### Clock wires, drivers and flops

(8 px per micron)
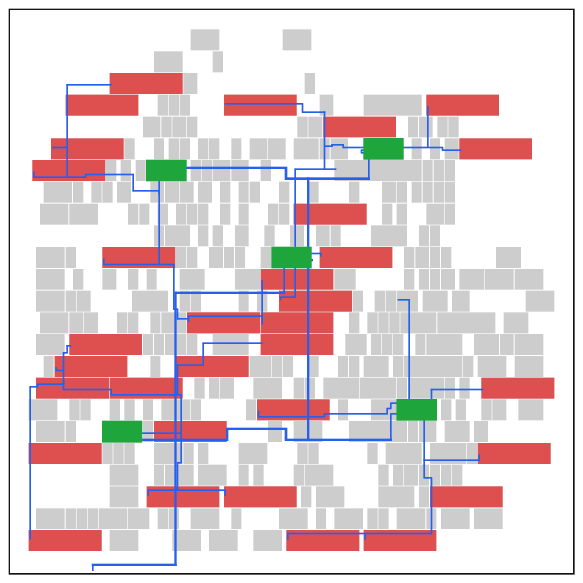
### Local utilization

(4 px per micron) The die is cut into 7 by 7 equal tiles; white is low, dark blue is high, 0 to 100% covered.
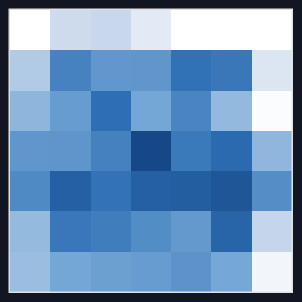
### Wiring by layer

(8 px per micron) Two of the layers only.
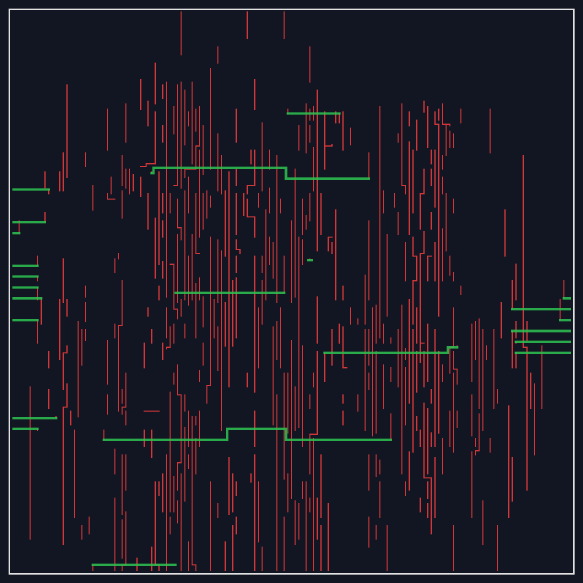
$ cat src/rtl/serp_pixel_writer_if.sv
// Serpentine pixel writer bus.
// Groups the frame control (start/size/status), the upstream pixel stream
// (valid/ready/data/claimed coordinates) and the frame buffer write port
// (en/addr/data/ack).
//   slave  : the pixel writer itself
//   master : whatever drives the writer (scanner + frame buffer side)
interface serp_pixel_writer_if #(
    parameter int X_MAX  = 5,
    parameter int Y_MAX  = 5,
    parameter int DATA_W = 8
);
    localparam int XW = $clog2(X_MAX);
    localparam int YW = $clog2(Y_MAX);
    localparam int AW = $clog2(X_MAX * Y_MAX);

    // frame control and status
    logic              start;
    logic [XW-1:0]     max_x;
    logic [YW-1:0]     max_y;
    logic              busy;
    logic              done;
    logic              pos_err;

    // upstream pixel stream
    logic              in_valid;
    logic              in_ready;
    logic [DATA_W-1:0] in_data;
    logic [XW-1:0]     in_x;
    logic [YW-1:0]     in_y;

    // frame buffer write port
    logic              wr_en;
    logic [AW-1:0]     wr_addr;
    logic [DATA_W-1:0] wr_data;
    logic              wr_ack;

    modport slave (
        input  start, max_x, max_y, in_valid, in_data, in_x, in_y, wr_ack,
        output busy, done, pos_err, in_ready, wr_en, wr_addr, wr_data
    );

    modport master (
        output start, max_x, max_y, in_valid, in_data, in_x, in_y, wr_ack,
        input  busy, done, pos_err, in_ready, wr_en, wr_addr, wr_data
    );
endinterface

$ cat src/rtl/serp_pixel_writer.sv
// Serpentine pixel writer.
// Accepts a pixel stream in serpentine order (even rows left-to-right, odd
// rows right-to-left), tracks the expected position itself, converts it to a
// raster address (y*width + x) and writes each pixel to the frame buffer via
// a write/ack handshake. Upstream-claimed coordinates are only compared
// against the tracked position; a mismatch sets a sticky pos_err.
// Ports:
//   clk    : clock
//   n_rst  : asynchronous reset, active-low
//   bus    : serp_pixel_writer_if.slave (control, pixel stream, write port)
//
//   state   | meaning
//   --------+-----------------------------------------------
//   S_IDLE  | waiting for start
//   S_RECV  | in_ready high, waiting for a pixel beat
//   S_WRITE | wr_en high, holding addr/data until wr_ack
//   S_DONE  | one-cycle done pulse, then back to idle
module serp_pixel_writer #(
    parameter int X_MAX  = 5,
    parameter int Y_MAX  = 5,
    parameter int DATA_W = 8
) (
    input  logic clk,
    input  logic n_rst,
    serp_pixel_writer_if.slave bus
);
    localparam int XW = $clog2(X_MAX);
    localparam int YW = $clog2(Y_MAX);
    localparam int AW = $clog2(X_MAX * Y_MAX);

    typedef enum logic [1:0] {
        S_IDLE  = 2'd0,
        S_RECV  = 2'd1,
        S_WRITE = 2'd2,
        S_DONE  = 2'd3
    } state_t;

    state_t            r_state;
    logic [XW-1:0]     r_exp_x;
    logic [YW-1:0]     r_exp_y;
    logic [XW-1:0]     r_max_x;
    logic [YW-1:0]     r_max_y;
    logic              r_in_ready;
    logic              r_wr_en;
    logic [AW-1:0]     r_wr_addr;
    logic [DATA_W-1:0] r_wr_data;
    logic              r_busy;
    logic              r_done;
    logic              r_pos_err;

    logic [2*AW-1:0]   w_prod;
    logic              w_last_col;
    logic              w_row_end;
    logic              w_last_row;

    // Product formed at double width so a wide y*width never wraps before
    // the final truncation to the address width.
    assign w_prod     = ((2*AW)'(r_exp_y) * (2*AW)'(r_max_x)) + (2*AW)'(r_exp_x);
    // r_max_x/r_max_y are non-zero whenever these are used (zero sizes skip
    // straight to S_DONE), so the -1 never underflows in practice.
    assign w_last_col = (r_exp_x == r_max_x - XW'(1));
    assign w_row_end  = r_exp_y[0] ? (r_exp_x == '0) : w_last_col;
    assign w_last_row = (r_exp_y == r_max_y - YW'(1));

    always_ff @(posedge clk or negedge n_rst) begin
        if (!n_rst) begin
            r_state    <= S_IDLE;
            r_exp_x    <= '0;
            r_exp_y    <= '0;
            r_max_x    <= '0;
            r_max_y    <= '0;
            r_in_ready <= 1'b0;
            r_wr_en    <= 1'b0;
            r_wr_addr  <= '0;
            r_wr_data  <= '0;
            r_busy     <= 1'b0;
            r_done     <= 1'b0;
            r_pos_err  <= 1'b0;
        end else begin
            case (r_state)
                S_IDLE: begin
                    if (bus.start) begin
                        r_max_x   <= bus.max_x;
                        r_max_y   <= bus.max_y;
                        r_exp_x   <= '0;
                        r_exp_y   <= '0;
                        r_pos_err <= 1'b0;
                        r_busy    <= 1'b1;
                        if (bus.max_x == '0 || bus.max_y == '0) begin
                            r_state <= S_DONE;
                            r_done  <= 1'b1;
                        end else begin
                            r_state    <= S_RECV;
                            r_in_ready <= 1'b1;
                        end
                    end
                end

                S_RECV: begin
                    if (bus.in_valid) begin
                        r_wr_data  <= bus.in_data;
                        r_wr_addr  <= w_prod[AW-1:0];
                        if (bus.in_x != r_exp_x || bus.in_y != r_exp_y)
                            r_pos_err <= 1'b1;
                        r_in_ready <= 1'b0;
                        r_wr_en    <= 1'b1;
                        r_state    <= S_WRITE;
                    end
                end

                S_WRITE: begin
                    if (bus.wr_ack) begin
                        r_wr_en <= 1'b0;
                        // Row end steps down a row with x held; otherwise x
                        // moves in the direction of the current row.
                        if (w_row_end)
                            r_exp_y <= r_exp_y + YW'(1);
                        else if (r_exp_y[0])
                            r_exp_x <= r_exp_x - XW'(1);
                        else
                            r_exp_x <= r_exp_x + XW'(1);

                        if (w_row_end && w_last_row) begin
                            r_state <= S_DONE;
                            r_done  <= 1'b1;
                        end else begin
                            r_state    <= S_RECV;
                            r_in_ready <= 1'b1;
                        end
                    end
                end

                S_DONE: begin
                    r_done  <= 1'b0;
                    r_busy  <= 1'b0;
                    r_state <= S_IDLE;
                end

                default: begin
                    r_state    <= S_IDLE;
                    r_in_ready <= 1'b0;
                    r_wr_en    <= 1'b0;
                    r_busy     <= 1'b0;
                    r_done     <= 1'b0;
                end
            endcase
        end
    end

    assign bus.in_ready = r_in_ready;
    assign bus.wr_en    = r_wr_en;
    assign bus.wr_addr  = r_wr_addr;
    assign bus.wr_data  = r_wr_data;
    assign bus.busy     = r_busy;
    assign bus.done     = r_done;
    assign bus.pos_err  = r_pos_err;
endmodule

$ cat src/flat_wrapper.sv
// flat-port wrapper written by rule: the top's interface ports become plain ports
module serp_pixel_writer_flat 
#(
    parameter int X_MAX  = 5,
    parameter int Y_MAX  = 5,
    parameter int DATA_W = 8
)
  (clk, n_rst, bus_start, bus_max_x, bus_max_y, bus_in_valid, bus_in_data, bus_in_x, bus_in_y, bus_wr_ack, bus_busy, bus_done, bus_pos_err, bus_in_ready, bus_wr_en, bus_wr_addr, bus_wr_data);
  serp_pixel_writer_if #(.X_MAX(X_MAX), .Y_MAX(Y_MAX), .DATA_W(DATA_W)) bus_i ();
  input  logic clk;
  input  logic n_rst;
  input wire logic [$bits(bus_i.start)-1:0] bus_start;
  input wire logic [$bits(bus_i.max_x)-1:0] bus_max_x;
  input wire logic [$bits(bus_i.max_y)-1:0] bus_max_y;
  input wire logic [$bits(bus_i.in_valid)-1:0] bus_in_valid;
  input wire logic [$bits(bus_i.in_data)-1:0] bus_in_data;
  input wire logic [$bits(bus_i.in_x)-1:0] bus_in_x;
  input wire logic [$bits(bus_i.in_y)-1:0] bus_in_y;
  input wire logic [$bits(bus_i.wr_ack)-1:0] bus_wr_ack;
  output wire logic [$bits(bus_i.busy)-1:0] bus_busy;
  output wire logic [$bits(bus_i.done)-1:0] bus_done;
  output wire logic [$bits(bus_i.pos_err)-1:0] bus_pos_err;
  output wire logic [$bits(bus_i.in_ready)-1:0] bus_in_ready;
  output wire logic [$bits(bus_i.wr_en)-1:0] bus_wr_en;
  output wire logic [$bits(bus_i.wr_addr)-1:0] bus_wr_addr;
  output wire logic [$bits(bus_i.wr_data)-1:0] bus_wr_data;
  assign bus_i.start = bus_start;
  assign bus_i.max_x = bus_max_x;
  assign bus_i.max_y = bus_max_y;
  assign bus_i.in_valid = bus_in_valid;
  assign bus_i.in_data = bus_in_data;
  assign bus_i.in_x = bus_in_x;
  assign bus_i.in_y = bus_in_y;
  assign bus_i.wr_ack = bus_wr_ack;
  assign bus_busy = bus_i.busy;
  assign bus_done = bus_i.done;
  assign bus_pos_err = bus_i.pos_err;
  assign bus_in_ready = bus_i.in_ready;
  assign bus_wr_en = bus_i.wr_en;
  assign bus_wr_addr = bus_i.wr_addr;
  assign bus_wr_data = bus_i.wr_data;
  serp_pixel_writer #(.X_MAX(X_MAX), .Y_MAX(Y_MAX), .DATA_W(DATA_W)) u_core (.clk(clk), .n_rst(n_rst), .bus(bus_i));
endmodule
$ cat config.mk
export PLATFORM = sky130hd
export DESIGN_NAME = serp_pixel_writer_flat
export DESIGN_NICKNAME = d
export VERILOG_FILES = /design/src/rtl/serp_pixel_writer_if.sv /design/src/rtl/serp_pixel_writer.sv /design/src/flat_wrapper.sv
export SDC_FILE = /design/constraint.sdc
export NUM_CORES = 1
export LEC_CHECK = 0
export ABC_AREA = 1
export CORE_MARGIN = 2
export CORE_UTILIZATION = 45
export DETAILED_ROUTE_END_ITERATION = 7
export PLACE_DENSITY = 0.74
export SLEW_MARGIN = 20
export SYNTH_ARGS = -nofsm -noshare
export SYNTH_HDL_FRONTEND = slang
export SYNTH_SLANG_ARGS = --single-unit
$ cat constraint.sdc
create_clock -name clk -period 3.1 [get_ports clk]
set_clock_uncertainty 0.2 [all_clocks]
set_input_delay 0.775 -clock clk [delete_from_list [all_inputs] [get_ports clk]]
set_output_delay 0.775 -clock clk [all_outputs]
set_load 0.01 [all_outputs]
==> summary.txt <==
run results: CP Buf/Inv Count 2, outcome finished, final reports clean, Finished Layout Cells 368, Die Footprint 0.004954 sq mm, CTS tree built, synth warn 0, hold depth 2, DR top layer met4, Mapped Area 0.001983 sq mm, most numerous logic cell after layout nand2_1, largest class multi-input combinational cells, reg2reg start u_core.r_exp_y[1]$_DFFE_PN0P_, worst path cell trace nand2_1 > fa_1 > inv_1 > fa_1 > inv_1 > fa_1 > xor2_1 > o21ai_0, Final Wtd Congestion 0.9086, static leakage 1.409 nW, Met2 Routed Length 2.134 mm, clk slew on worst S/H paths 80 ps, slowest CP cell fa_1, logic area 974.7 sq um, final hold vios 0, share of cells above drive strength 1 6.329%, pre-CTS setup slack 231.5 ps, root buffer cell clkbuf_8, top cells, area dfrtp_1 (40%), nand2_1 (21%), inv_1 (8.3%), ha_1 (6.9%), fa_1 (4.0%), hpwl dp 3.304 mm, vias per std cell 4.677, Synth Seq Share 40.38%, Area Growth Syn to Fin 29.84%, worst min path class flop to flop, tap cell count 52, Final TNS setup 0 ps, endpoint class of the critical path flop, Synth top cell by count nand2_1, FF-to-FF path depth 8, TritonCTS buffer count 5, nets 355, initial antenna violation count 0, YS chip area 0.001983 sq mm, # clk buffers 5, clk cell area share 4.325%, ys async rst share 100.0%, crit-path max FO 7, IO buf count 42, Post-Place Cells 360, largest net degree at the start of global routing 33, delay-heaviest family, CP adder cells, Final Power 2.111 mW, met1 Use GR 25.25%, die height 70.39 microns, Main logic family simple AND/OR/NAND/NOR gates, number of distinct library cells after synthesis 22, Top Layout Cells nand2_1 (113), inv_1 (44), clkdlybuf4s50_1 (42), CTS Buffer Depth 2, Max-Cap Viols 0, yosys simple share 28.83%, post-route cell area 0.002575 sq mm, crit start category flop, syn_nets 308, WHS 270.2 ps, Complex Gates by Area 3.596%, count of plain and timing-repair buffers in the layout 46, fmax 0.3463 GHz, final WL 4.346 mm, first-pass GRT wire length 7.700 mm, M2 GR Usage 33.12%, grt total ovfl 0, Flop area 800.8 sq um, Post-Synth XOR/XNOR Area 5.741%
About 'Clock wires, drivers and flops':
Blue shows clock wires, length 518 microns. Red shows flip-flops, count 32. Green shows clock drivers, count 5.
There are 6 routed clock nets.
Late-Pin Clk Latency: 300 ps
clock network power share: 19.6%
clk pwr: 0.414 mW

About 'Local utilization':
The emptiest ninth of the die: top right. The mean over all tiles is 51%. The fullest tile reaches 90%. The densest ninth of the die: middle. 10% of the tiles are nearly empty. 16% of the tiles are over 75% full.
FP Util: 46.18%
utilization after layout: 59.97%
core footprint: 0.004294 sq mm

About 'Wiring by layer':
Red shows metal 2, wire length 2,130 microns. Green shows metal 3, wire length 178 microns.
routed len/inst: 11.81 microns
global-route usage over all layers: 20.15%
vias: 1,721

## kinds of logic (layout without fill, tap and decap cells)
group	Yosys count	count (layout)
AND-OR/OR-AND	14	14
XOR/XNOR	13	13
adder cells (fa/ha/maj)	15	15
buffers and inverters	52	100
flip-flops	32	32
AND/OR/NAND/NOR	142	142
## how the worst max path moves through the flow
| stage | from | end | slack [ps] | cells after the start |
|---|---|---|---|---|
| global route | u_core.r_exp_y[1]$_DFFE_PN0P_ | u_core.bus.wr_addr[3]$_DFFE_PN0P_ | 110 | 8 |
| detailed placement | u_core.r_exp_y[1]$_DFFE_PN0P_ | u_core.bus.wr_addr[3]$_DFFE_PN0P_ | 230 | 8 |
| finish | u_core.r_exp_y[1]$_DFFE_PN0P_ | u_core.bus.wr_addr[3]$_DFFE_PN0P_ | 210 | 8 |
| CTS | u_core.r_exp_y[1]$_DFFE_PN0P_ | u_core.bus.wr_addr[3]$_DFFE_PN0P_ | 220 | 8 |
| floorplan | u_core.r_exp_y[0]$_DFFE_PN0P_ | u_core.bus.wr_addr[3]$_DFFE_PN0P_ | 260 | 9 |
| global placement | u_core.r_exp_y[1]$_DFFE_PN0P_ | u_core.bus.wr_addr[3]$_DFFE_PN0P_ | 350 | 8 |
## state kept, by name, summed over array words and instances (netlist names)
| name | flops |
|---|---|
| u_core.bus.wr_addr | 5 |
| u_core.bus.wr_en | 1 |
| u_core.r_exp_y | 3 |
| u_core.r_exp_x | 3 |
| u_core.r_state | 2 |
| u_core.bus.in_ready | 1 |
| u_core.bus.busy | 1 |
| u_core.bus.done | 1 |
| u_core.bus.wr_data | 8 |
| u_core.r_max_y | 3 |
| u_core.r_max_x | 3 |
| u_core.bus.pos_err | 1 |
## report_power, final
part	switching [mW]	internal, mW
registers	0.135	0.584
clock network	0.176	0.238
logic	0.536	0.443
No activity file was given, so power comes from the tool's default toggle rates.
